==> config.mk <==
export PLATFORM = sky130hd
export DESIGN_NAME = fip_32_arith_unit
export DESIGN_NICKNAME = d
export VERILOG_FILES = /design/src/rtl/fip_32_arith_unit.sv
export SDC_FILE = /design/constraint.sdc
export NUM_CORES = 2
export LEC_CHECK = 0
export ABC_AREA = 0
export CAP_MARGIN = 20
export CORE_ASPECT_RATIO = 1.1
export CORE_MARGIN = 2
export CORE_UTILIZATION = 30
export CTS_CLUSTER_DIAMETER = 50
export DETAILED_ROUTE_END_ITERATION = 16
export GPL_TIMING_DRIVEN = 1
export HOLD_SLACK_MARGIN = 0.06
export PLACE_DENSITY = 0.49
export SLEW_MARGIN = 20
export SYNTH_ARGS = -nofsm -noshare
export SYNTH_HDL_FRONTEND = slang
export SYNTH_SLANG_ARGS = --single-unit
==> constraint.sdc <==
create_clock -name i_clk -period 43.9 [get_ports i_clk]
set_clock_uncertainty 0.1 [all_clocks]
set_input_delay 10.975 -clock i_clk [delete_from_list [all_inputs] [get_ports i_clk]]
set_output_delay 10.975 -clock i_clk [all_outputs]
set_load 0.005 [all_outputs]
density.png
The bar under the picture is 100 um long. The die is cut into 24 by 26 equal tiles; black is low, pale yellow is high, 0 to 100% covered.
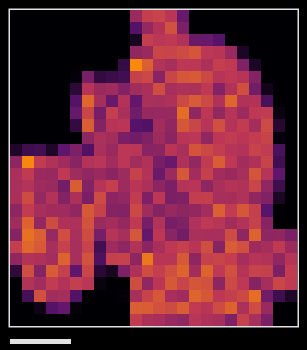
The mean over all tiles is 33%. The fullest tile reaches 74%. The emptiest ninth of the die: upper left.
FP Core Util: 0.301
core footprint: 238,000 um2
final core occ: 0.349

final_congestion.png
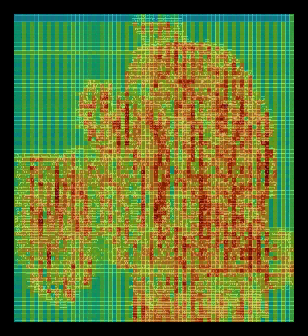
gr busiest metal: met2
grt met2 use: 0.356
Wirelength per Cell: 22.8 um
met1 Usage GRT: 0.265
met3 Usage GRT: 0.0252

cell_classes.png
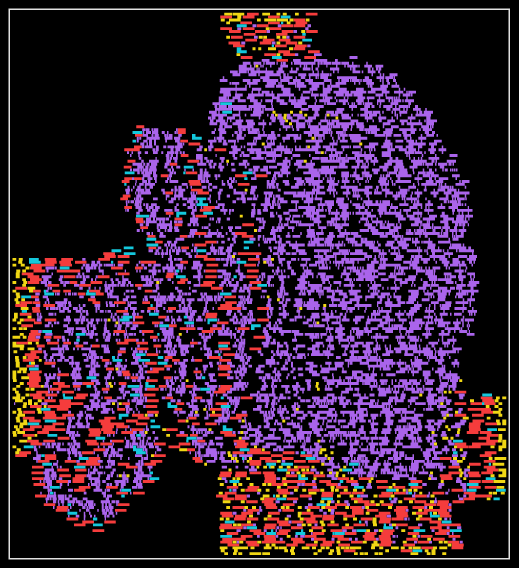
clock drivers and dummy loads: drawn in cyan, cells 180. flip-flops: drawn in red, cells 653. all other logic: drawn in purple, cells 6,404. other buffers and delay cells: drawn in yellow, cells 536.
row count: 188
Seq/total area: 0.223
Finished Cell Area: 83,200 um2

port_nets.png
The bar under the picture is 100 um long.
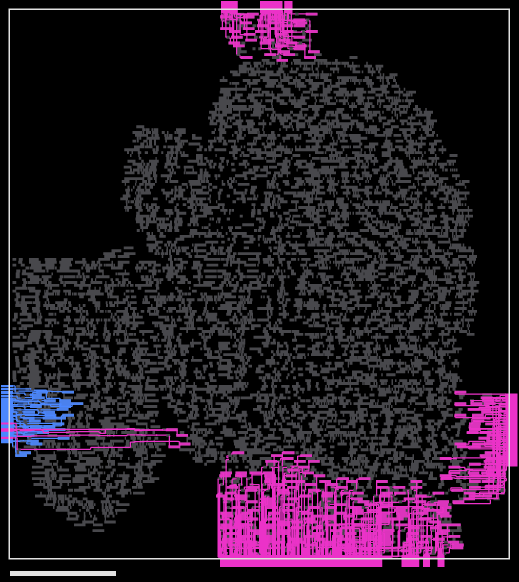
i_array: drawn in magenta, bits 288, direction input, end cells 288, buffers 288, wire 15,700 um. i_y: drawn in blue, bits 32, direction input, end cells 32, buffers 32, wire 1,060 um.
# port buffers: 392
io pins: 393

==> ci_impl_report.md <==
## PnR job results

| Metric | Value |
|---|---|
| Cell taking the most area after synthesis | `fa_1` |
| Initial DRC count | `4,128` |
| Synth cell types | `96` |
| Die height | `517 um` |
| Final nets | `9,494` |
| Post-DP HPWL | `201,000 um` |
| Mapped Nets | `9,188` |
| Largest net degree at the start of global routing | `165` |
| Antenna-violating nets left | `0` |
| Cell total in the yosys stat output | `between 7,000 and 8,000` |
| Top cells, area | `fa_1, edfxtp_1, ha_1` |
| Least-Margin Pin Slew | `1.19 ns` |
| Crit Path Max Fanout | `about 55` |
| Comb area leader | `adder cells` |
| Grt total ovfl | `0` |
| Buffer count from post-CTS setup fixing | `0` |
| Period minus WS final | `16.73 ns` |
| CP Data Arrival Time | `between 15 and 20 ns` |
| Count of final setup violators | `0` |
| Top Layer Used | `met5` |
| MUX area fraction | `0.00286` |
| Met2 routed WL | `approximately 120,000 um` |
| Initial antenna violation count | `5` |
| Final period utilization | `0.381` |
| Fmax | `0.0598 GHz` |
| Top cell area share | `0.303` |
| Layout area overhead | `16.1%` |
| Reg-to-reg slack, setup | `between 20 and 30 ns` |
| Cells after Synth | `around 7,400` |
| Post-synth EDFFs | `546` |
| Register share after synthesis | `0.259` |
| Count of hold buffers inserted by post-cts repair | `0` |
| Hold path depth | `2` |
| Total CTS buffers | `95` |
| Late-Pin Clk Latency | `approximately 0.75 ns` |
| Via count | `55,100` |
| First-pass GRT wire length | `between 300,000 and 400,000 um` |
| Tool warnings | `35` |
| Setup_tns | `0 ns` |
| CP Class | `flop to flop` |
| Crit-path slowest cell | `a221o_1` |
| Slew margin rel. | `0.205` |
| Adder Share, Synth | `0.366` |
| Top post-synthesis cells by count | `inv_1, fa_1, nand2_1, nor2_1, edfxtp_1` |
| Drt via density | `a little over 5` |
| Fin. Hold Viols | `0` |
| Sink Count | `653` |
| Ys flop type | `edfxtp_1` |
| Global placer's final weighted congestion | `between 0.9 and 1` |
| Reg2Reg Depth | `48` |
| Longest Clk Path Bufs | `3` |
| RSZ-0062 raised after global routing | `false` |
| Critical path required time | `44.41 ns` |
| Post-cts resize count | `0` |
| H-tree lvl count | `3` |
| Crit path largest cell delay | `0.85 ns` |
| Chip Width | `around 470 um` |
| Post-Route WL | `249,000 um` |
| Met3 Routed Length | `around 13,000 um` |
| CTS Root Buffer Type | `clkbuf_16` |
| All-layer global routing usage | `0.206` |
| Clock slew at reported path FFs | `0.06 ns` |
| Die ar. | `about 240,000 um2` |
| Mapped cell area | `71,700 um2` |
| CTS tree | `done` |
| Synthesis Warnings | `0` |
| Outcome | `complete, no violations` |
| Crit. End Element | `flop` |
| Syn Area/Cell | `9.71 um2` |
| Max cap viols | `0` |
| Yosys aoi share | `0.122` |
| Critical path buffer and inverter count | `5` |
| Max reg flops | `approximately 290` |
| Fillers | `24,200` |
| TritonRoute pass-1 iters | `5` |
## final cells by class
cell class	count	area, um2	share of cell area
clock inverter	73	906	0.0109
multi-input combinational	5202	47800	0.575
tap	3135	3920	0.0472
sequential	653	18500	0.223
clock buffer	107	2470	0.0297
timing repair buffer	536	5020	0.0603
antenna	4	10.0	0.000120
inverter	1202	4520	0.0543
## placed cells by master (no fill, tap or decap), drive strengths merged, types with 28 or more instances in the layout
cell,Yosys,final
a21oi,347,347
fa,1085,1085
a221o,59,59
nor2b,37,37
clkinv,0,30
a22o,30,30
o21ai,204,204
nor3,75,75
nand2b,39,39
nand4,47,47
and2,65,65
a31oi,37,37
inv,1202,1230
nand2,926,926
ha,362,362
or3,28,28
buf,21,144
and3,38,38
edfxtp,546,546
a22oi,89,89
o21bai,47,47
nand3,79,79
a21o,130,130
o21a,45,45
a221oi,63,63
dfxtp,107,107
xor2,115,115
nor2,682,682
clkdlybuf4s50,0,392
o31ai,43,43
xnor2,219,219
clkbuf,306,107
## worst reg2reg max path: cells and delay by family, from the launching register on
family / cells / cell delay (ns)
buffers and inverters: 5 / 1.29
XOR/XNOR: 2 / 0.75
AND/OR/NAND/NOR: 13 / 3.49
flip-flops: 1 / 0.54
multiplexers: 1 / 0.21
adder cells (fa/ha/maj): 10 / 4.53
AND-OR/OR-AND: 17 / 5.69
## per-stage QoR
step | hold slack, ns | cells | utilization | cell area [um2] | setup WS (ns)
finish | 0.372 | 10900 | 0.349 | 83200 | 27.17
global placement | 0.368 | 10700 | 0.335 | 79800 | 27.44
floorplan | 0.349 | 7384 | - | 71700 | 22.04
detailed placement | 0.356 | 10700 | 0.335 | 79800 | 27.28
global route | 0.407 | 10900 | 0.349 | 83200 | 25.95
CTS | 0.374 | 10900 | 0.349 | 83200 | 27.08
